===== config.mk =====
export PLATFORM = sky130hd
export DESIGN_NAME = fifo72toxgmii
export DESIGN_NICKNAME = d
export VERILOG_FILES = /design/src/rtl/xgmii_pkg.sv /design/src/rtl/xgmii_term_detect.sv /design/src/rtl/fifo72toxgmii.sv
export SDC_FILE = /design/constraint.sdc
export NUM_CORES = 1
export LEC_CHECK = 0
export CAP_MARGIN = 25
export CORE_MARGIN = 1
export CORE_UTILIZATION = 35
export DETAILED_ROUTE_END_ITERATION = 10
export GPL_ROUTABILITY_DRIVEN = 0
export PLACE_DENSITY = 0.85
export SYNTH_ARGS = -nofsm -noshare
export SYNTH_HDL_FRONTEND = slang
export SYNTH_SLANG_ARGS = --single-unit

===== constraint.sdc =====
create_clock -name xgmii_tx_clk -period 2.05 [get_ports xgmii_tx_clk]
set_input_delay 0.205 -clock xgmii_tx_clk [delete_from_list [all_inputs] [get_ports xgmii_tx_clk]]
set_output_delay 0.205 -clock xgmii_tx_clk [all_outputs]
set_load 0.02 [all_outputs]

===== src/rtl/xgmii_pkg.sv =====
// Shared XGMII character constants, fixed control words and the TX state encoding.
package xgmii_pkg;

    localparam logic [7:0] IDLE  = 8'h07;
    localparam logic [7:0] START = 8'hFB;
    localparam logic [7:0] TERM  = 8'hFD;
    localparam logic [7:0] ERROR = 8'hFE;

    localparam logic [71:0] IDLE_WORD  = 72'hff_0707070707070707;
    localparam logic [71:0] ERROR_WORD = 72'hff_fefefefefefefefe;

    typedef enum logic [1:0] {
        StIdle,
        StData,
        StDrain,
        StGap
    } tx_state_e;

endpackage


===== src/rtl/xgmii_term_detect.sv =====
// Flags a 72-bit XGMII word carrying a terminate character in any control lane.
module xgmii_term_detect
    import xgmii_pkg::*;
(
    input  logic [71:0] word,
    output logic        is_term
);

    always_comb begin
        is_term = 1'b0;
        for (int i = 0; i < 8; i++) begin
            if (word[64+i] && (word[8*i +: 8] == TERM)) begin
                is_term = 1'b1;
            end
        end
    end

endmodule


===== src/rtl/fifo72toxgmii.sv =====
// Reads frame words from an FWFT FIFO and drives the XGMII TX bus with idle gap and underrun abort.
// Optional frame/underrun counters are enabled by defining FIFO72TOXGMII_STATS_EN.
module fifo72toxgmii
    import xgmii_pkg::*;
#(
    parameter logic [3:0] Gap = 4'h2
) (
    input  logic        sys_rst,
    input  logic        xgmii_tx_clk,
    input  logic [71:0] dout,
    input  logic        empty,
    output logic        rd_en,
    output logic        rd_clk,
    output logic [71:0] xgmii_txd
`ifdef FIFO72TOXGMII_STATS_EN
    ,
    output logic [31:0] tx_frames,
    output logic [15:0] tx_underruns
`endif
);

    // A zero gap lets the next start follow a frame end with no GAP cycles at all.
    localparam tx_state_e AfterEnd = (Gap == 4'd0) ? StIdle : StGap;

    tx_state_e  state;
    logic [3:0] gap_cnt;
    logic       is_start;
    logic       is_term;

    assign rd_clk   = xgmii_tx_clk;
    assign is_start = dout[64] && (dout[7:0] == START);

    xgmii_term_detect u_term_detect (
        .word    (dout),
        .is_term (is_term)
    );

    always_comb begin
        rd_en = 1'b0;
        unique case (state)
            StIdle, StData: rd_en = !empty;
            StDrain:        rd_en = !empty && !is_start;
            default:        rd_en = 1'b0;
        endcase
    end

    always_ff @(posedge xgmii_tx_clk) begin
        if (sys_rst) begin
            state     <= StIdle;
            gap_cnt   <= 4'd0;
            xgmii_txd <= IDLE_WORD;
        end else begin
            unique case (state)
                StIdle: begin
                    xgmii_txd <= IDLE_WORD;
                    if (!empty && is_start) begin
                        xgmii_txd <= dout;
                        if (is_term) begin
                            state   <= AfterEnd;
                            gap_cnt <= Gap;
                        end else begin
                            state <= StData;
                        end
                    end
                end
                StData: begin
                    if (!empty) begin
                        xgmii_txd <= dout;
                        if (is_term) begin
                            state   <= AfterEnd;
                            gap_cnt <= Gap;
                        end
                    end else begin
                        xgmii_txd <= ERROR_WORD;
                        state     <= StDrain;
                    end
                end
                StDrain: begin
                    xgmii_txd <= IDLE_WORD;
                    // A waiting start is left in the FIFO so the new frame begins cleanly.
                    if (!empty && (is_start || is_term)) begin
                        state   <= AfterEnd;
                        gap_cnt <= Gap;
                    end
                end
                StGap: begin
                    xgmii_txd <= IDLE_WORD;
                    if (gap_cnt != 4'd0) begin
                        gap_cnt <= gap_cnt - 4'd1;
                    end
                    if (gap_cnt <= 4'd1) begin
                        state <= StIdle;
                    end
                end
                default: begin
                    state     <= StIdle;
                    xgmii_txd <= IDLE_WORD;
                end
            endcase
        end
    end

`ifdef FIFO72TOXGMII_STATS_EN
    logic frame_sent;
    logic error_sent;

    assign frame_sent = rd_en && is_term &&
                        ((state == StData) || ((state == StIdle) && is_start));
    assign error_sent = (state == StData) && empty;

    always_ff @(posedge xgmii_tx_clk) begin
        if (sys_rst) begin
            tx_frames    <= 32'd0;
            tx_underruns <= 16'd0;
        end else begin
            if (frame_sent) begin
                tx_frames <= tx_frames + 32'd1;
            end
            if (error_sent) begin
                tx_underruns <= tx_underruns + 16'd1;
            end
        end
    end
`endif

endmodule


Figure 1. M3 wires (run 1).
(4 px per micron)
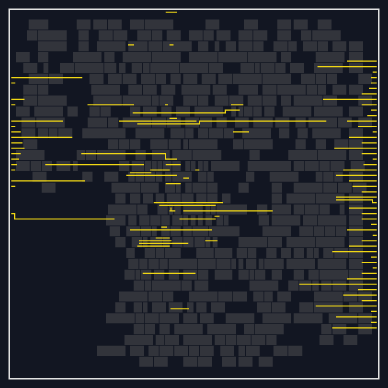
share of all routed wire: 7.8%
longest straight run: 31.5 microns
wire length on this layer: 719 microns
DR vias: 2834
Routed WL: 9250 microns
GR Util met3: 0.0655

Figure 2. Sizing map (run 1).
(3 px per micron)
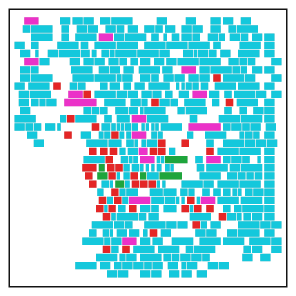
legend:
  drive 6 and up:
    color: magenta
    cells: 16
    share: 3.4%
    most_used: clkbuf_8
  drive 3 to 4:
    color: red
    cells: 44
    share: 9.5%
    most_used: buf_4
  drive 2:
    color: green
    cells: 6
    share: 1.3%
    most_used: dfxtp_2
  drive 1 or less:
    color: cyan
    cells: 398
    share: 86%
    most_used: clkdlybuf4s50_1

==> flow_metrics.tcl, run 1 <==
# place-and-route summary
set metrics [dict create \
    worstMarginPinSlew_ns 0.512 \
    grt.total_usage 0.230 \
    synth_flops 78 \
    cts_hold_buf 0 \
    clock_cell_area_share 0.0530 \
    lay_top_cells "147 x clkdlybuf4s50_1, 76 x dfxtp_1, 41 x buf_4, 40 x o21a_1, 33 x a21o_1" \
    drc 0 \
    power_density_nw_per_um2 959 \
    ys_seq_frac 0.551 \
    comb-cell-share 0.236 \
    detail-route-antenna-nets 0 \
    dp_slack_ns -0.278 \
    maxCapViolations 0 \
    top_power_group "sequential cells" \
    p_clk_mw 1.45 \
    worstRegToRegCells 6 \
    wl_met3_microns 719 \
    synth_cells 276 \
    worstSetupEndpoint "rd_clk" \
    cts_setup_buffers 0 \
    vdd_drop_max_mv 0.586 \
    crit_buf_inv 3 \
    first_iter_violations 213 \
    power_frac_seq 0.370 \
    crit_fanout 2 \
    syn_to_final_growth_pct 74.7 \
    layout.area.comb_sq_um 1170 \
    fin_cells 566 \
    clk_pin_slew_ns 0.08 \
    ys_sh_adder 0.0309 \
    antenna_found_initial 0 \
    wl_met1_microns 3520 \
    p_int_mw 3.28 \
    grt_max_degree 24 \
    crit_path_end_kind "primary output" \
    nNonClkBuffers 188 \
    synth-main-ff-cell "dfxtp_1" \
    edf_count 0 \
    xor_area_frac 0 \
    cellLeakagePower_nw 1.95 \
    rows 32 \
    synthesis.area_sq_um 2840 \
    gr-usage-met1 0.250 \
    min_from "dout[18]" \
    drive_gt1_frac 0.142 \
    ys_cells 276 \
    status "completed" \
    grt_most_used_layer "met2" \
    crit_top_cell "clkbuf_8" \
    cp-start-kind "clock port" \
    nFillCells 607 \
    post_synth_ao_oa_area_fraction 0.248 \
    top_layer "met4" \
    hold_violations 0 \
    path_depth 3 \
    fin_worst_skew_ns 0.00731 \
    die_height_microns 92.0 \
    crit_path_start "xgmii_tx_clk" \
    pg_seq_mw 1.76 \
    worstHoldEndpoint "xgmii_txd[18]" \
    buffer_area_frac 0.361 \
    diodes 0 \
    hold_depth 2 \
    grt_setup_unrepaired "true" \
    hp-class "in -> reg" \
    nWellTaps 102 \
    die-area_sq_um 8470 \
    die_w_microns 92.0 \
    finalSetupViolCount 0 \
    total_power_mw 4.75 \
    ios 149 \
    cp_top_family "buffers and inverters" \
    seqCellArea_sq_um 1560 \
    nNonClkInverters 11 \
    grt_first_pass_wirelength_microns 14800 \
    max_stage_delay_ns 0.53 \
    grt.met2_usage 0.411 \
    async_reset_ff_frac 0 \
    avgSynthCellArea_sq_um 10.3 \
    ys_sh_simple 0.121 \
    relSlewSlack 0.658 \
    warnings 33 \
    initCoreUtil 0.365 \
    comb_power_mw 1.54 \
    cp_slowest_cell "clkdlybuf4s50_1" \
    dr_wl_met2_microns 4860 \
    p_clk_frac 0.306 \
    fin_ws_ns 0.0683 \
    final_common_cell "clkdlybuf4s50_1" \
    crit_required_ns 1.85 \
    yosys-stat-area_sq_um 2840 \
    cp.arrival_ns 1.78 \
    grt_pass1_vias 2977 \
    dp_cells 548 \
    switching_share 0.309 \
    logic_gates 168 \
    tritoncts "done" \
    post_cts_resized 7 \
    first_pass_iters 4 \
    reg2reg_slack_ns 0.11 \
    combPwrFrac 0.324 \
    finalMaxSlewViolations 0 \
    overflow 0 \
    placed_area_sq_um 4700 \
    synth_nets 358 \
    synth.area.mux_share 0.00706 \
    path_cells "clkbuf_8 > clkbuf_8 > clkdlybuf4s50_1" \
    post_drt_wl_per_cell_microns 16.3 \
    hpwl_microns 6980 \
    r2r-start "state[1]" \
    io_buffers 148 \
    fin_hold_ws_ns 0.347 \
    fin_tns_setup_ns 0 \
    finalNetCount 542 \
    critPathKind "clk -> out" \
    viasPerCell 5.01 \
    yosysUniqueCellTypes 38 \
    regToRegEndpoint "xgmii_txd[42]" \
    synthTopLogicFamily "AND-OR/OR-AND gates" \
    dominant_cells "buffers" \
    power.net_switching_mw 1.47 \
    yosysWarnings 0 \
]
Figure 3. Placed cells, one color a class (run 1).
(4 px per micron)
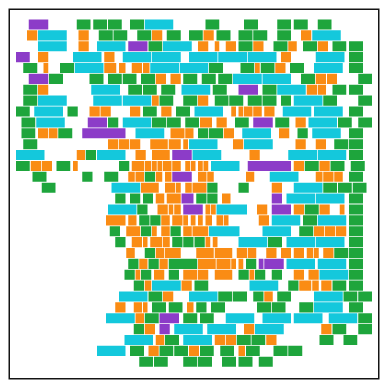
legend:
  flip-flops:
    color: cyan
    cells: 78
    share_of_their_area: 32%
  other buffers and delay cells:
    color: green
    cells: 188
    share_of_their_area: 37%
  clock drivers and dummy loads:
    color: purple
    cells: 19
    share_of_their_area: 5.4%
  all other logic:
    color: orange
    cells: 179
    share_of_their_area: 25%
Finished Cell Area: 4960 sq um
core area: 7770 sq um
Util after Layout: 0.638
Seq/total area: 0.316

Figure 4. Clock nets (run 1).
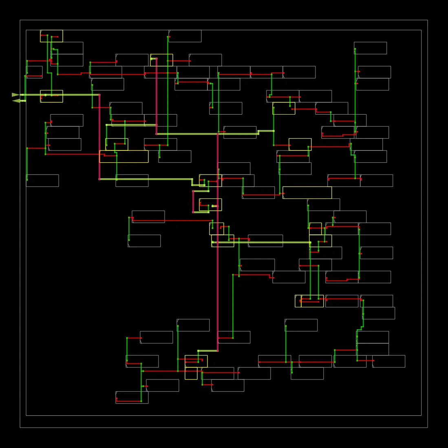
sequential cell count: 78
clk latency late pin: 0.46 ns
CLK BUF: 14

-- run 1: synth_stat cells (4+ instances only) --
master | instances | share of area
nand2_1 | 14 | 0.019
a21oi_1 | 5 | 0.0088
nand3_1 | 7 | 0.012
nand4_1 | 7 | 0.015
nor2_1 | 7 | 0.0093
clkbuf_1 | 12 | 0.016
nor3_1 | 4 | 0.0071
inv_1 | 11 | 0.015
buf_2 | 4 | 0.0071
o21a_1 | 40 | 0.11
nand2b_1 | 5 | 0.011
o21ai_0 | 5 | 0.0088
nor4_1 | 9 | 0.020
a21o_1 | 33 | 0.087
ha_1 | 7 | 0.031
dfxtp_1 | 78 | 0.55
-- run 1: sequential cells by signal (all words and copies together), names as in the netlist --
name / flops
state: 2
xgmii_txd: 72
gap_cnt: 4
## Run 2: what changed since run 1
CTS_CLUSTER_SIZE = 10   (was default)
Figure 5. Clock nets (run 2).
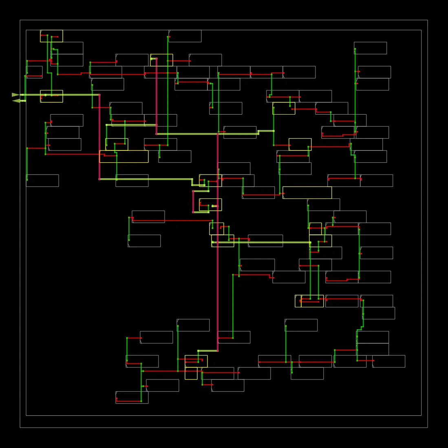
Clk power: 1.45 mW
skew final: 0.00731 ns

Figure 6. Sizing map (run 2).
(3 px per micron)
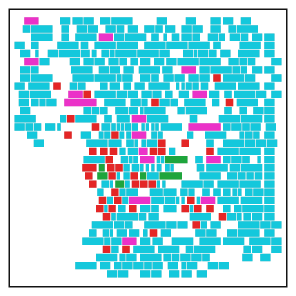
legend:
  drive 3 to 4:
    color: red
    cells: 44
    share: 9.5%
    most_used: buf_4
  drive 1 or less:
    color: cyan
    cells: 398
    share: 86%
    most_used: clkdlybuf4s50_1
  drive 6 and up:
    color: magenta
    cells: 16
    share: 3.4%
    most_used: clkbuf_8
  drive 2:
    color: green
    cells: 6
    share: 1.3%
    most_used: dfxtp_2

==> flow_metrics.tcl, run 2 <==
# place-and-route summary
set metrics [dict create \
    comb_power_mw 1.54 \
    cp-start-kind "clock port" \
    seqCellArea_sq_um 1560 \
    grt_pass1_vias 2977 \
    yosys-stat-area_sq_um 2840 \
    tritoncts "done" \
    nNonClkBuffers 188 \
    worstMarginPinSlew_ns 0.512 \
    wl_met1_microns 3520 \
    die-area_sq_um 8470 \
    pg_seq_mw 1.76 \
    maxCapViolations 0 \
    use_met3 0.0655 \
    power_density_nw_per_um2 959 \
    cts_setup_buffers 0 \
    max_stage_delay_ns 0.53 \
    grt.met2_usage 0.411 \
    r2r-start "state[1]" \
    drc 0 \
    crit_buf_inv 3 \
    clock_cell_area_share 0.0530 \
    reg_top3 "xgmii_txd (72), gap_cnt (4), state (2)" \
    post_cts_resized 7 \
    yosysUniqueCellTypes 38 \
    nFillCells 607 \
    crit_path_end_kind "primary output" \
    ys_top_cells_by_count "78 x dfxtp_1, 40 x o21a_1, 33 x a21o_1" \
    finalMaxSlewViolations 0 \
    critPathKind "clk -> out" \
    viasPerCell 5.01 \
    coreArea_sq_um 7770 \
    regToRegEndpoint "xgmii_txd[42]" \
    placed_area_sq_um 4700 \
    area_leaders "dfxtp_1 55%, o21a_1 11%, a21o_1 8.7%" \
    fin_hold_ws_ns 0.347 \
    finalNetCount 542 \
    dp_cells 548 \
    io_buffers 148 \
    switching_share 0.309 \
    yosysWarnings 0 \
    async_reset_ff_frac 0 \
    grt.total_usage 0.230 \
    lay_top_cells "147 x clkdlybuf4s50_1, 76 x dfxtp_1, 41 x buf_4, 40 x o21a_1, 33 x a21o_1" \
    vdd_drop_max_mv 0.586 \
    flop-count 78 \
    grt_first_pass_wirelength_microns 14800 \
    fin_tns_setup_ns 0 \
    cts_hold_buf 0 \
    largest_register_ffs 72 \
    synth_flops 78 \
    ys_seq_frac 0.551 \
    layout.area.comb_sq_um 1170 \
    wl_met3_microns 719 \
    relSlewSlack 0.658 \
    synth_top_cell_by_count "dfxtp_1" \
    vias 2834 \
    drive_gt1_frac 0.142 \
    cp_slowest_cell "clkdlybuf4s50_1" \
    antenna_found_initial 0 \
    worstRegToRegCells 6 \
    grt_setup_unrepaired "true" \
    avgSynthCellArea_sq_um 10.3 \
    routed_wl_microns 9250 \
    nClkBuffers 14 \
    gr-usage-met1 0.250 \
    fin_cells 566 \
    first_iter_violations 213 \
    final_area_sq_um 4960 \
    detail-route-antenna-nets 0 \
    overflow 0 \
    buffer_area_frac 0.361 \
    combPwrFrac 0.324 \
    finalSetupViolCount 0 \
    grt_most_used_layer "met2" \
    ys_cells 276 \
    grt_max_degree 24 \
    final_common_cell "clkdlybuf4s50_1" \
    crit_path_start "xgmii_tx_clk" \
    synthesis.area_sq_um 2840 \
    path_depth 3 \
    nWellTaps 102 \
    hpwl_microns 6980 \
    yosys.area.top_type "dfxtp_1" \
    initCoreUtil 0.365 \
    power_frac_seq 0.370 \
    reg2reg_slack_ns 0.11 \
    seq_share 0.316 \
    cp.arrival_ns 1.78 \
    ios 149 \
    comb-cell-share 0.236 \
    top_power_group "sequential cells" \
    hold_violations 0 \
    clk_pin_slew_ns 0.08 \
    power.net_switching_mw 1.47 \
    top_layer "met4" \
    synth-main-ff-cell "dfxtp_1" \
    post-route-util 0.638 \
    clk_latency_ns 0.46 \
    syn_to_final_growth_pct 74.7 \
    crit_fanout 2 \
    warnings 33 \
    nNonClkInverters 11 \
    regMostFlops "xgmii_txd" \
    synth_cells 276 \
    die_w_microns 92.0 \
    cellLeakagePower_nw 1.95 \
    synth.top_cell.area_share 0.551 \
    edf_count 0 \
    dr_wl_met2_microns 4860 \
    post_drt_wl_per_cell_microns 16.3 \
    diodes 0 \
    total_power_mw 4.75 \
    path_cells "clkbuf_8 > clkbuf_8 > clkdlybuf4s50_1" \
    p_clk_frac 0.306 \
    die_height_microns 92.0 \
    fin_ws_ns 0.0683 \
    synth_nets 358 \
    logic_gates 168 \
    dp_slack_ns -0.278 \
    crit_top_cell "clkbuf_8" \
    cp_top_family "buffers and inverters" \
    worstSetupEndpoint "rd_clk" \
    hp-class "in -> reg" \
    first_pass_iters 4 \
    crit_required_ns 1.85 \
    rows 32 \
    dominant_cells "buffers" \
    status "completed" \
    p_int_mw 3.28 \
]
run 2: cell counts after synthesis:
No cell type changed its count.
run 2: cell families (layout without fill, tap and decap cells):
group,after synthesis,in the layout,share of synthesized area
compound gates,95,95,0.248
fa+ha+maj,7,7,0.0309
buf+inv,30,218,0.0428
flops,78,78,0.551
mux,2,2,0.00706
simple gates,64,64,0.121
run 2: worst min-delay path by stage:
stage	from	to	slack (ns)	depth (start not counted)
after detailed placement	gap_cnt[1]	gap_cnt[1]	0.55	2
after floorplan	dout[64]	xgmii_txd[64]	0.31	1
after CTS	dout[18]	xgmii_txd[18]	0.34	2
after global routing	dout[68]	xgmii_txd[68]	0.35	2
after global placement	gap_cnt[1]	gap_cnt[1]	0.52	2
final	dout[18]	xgmii_txd[18]	0.35	2
Power figures rest on the tool's default switching activity, not on a simulated workload.
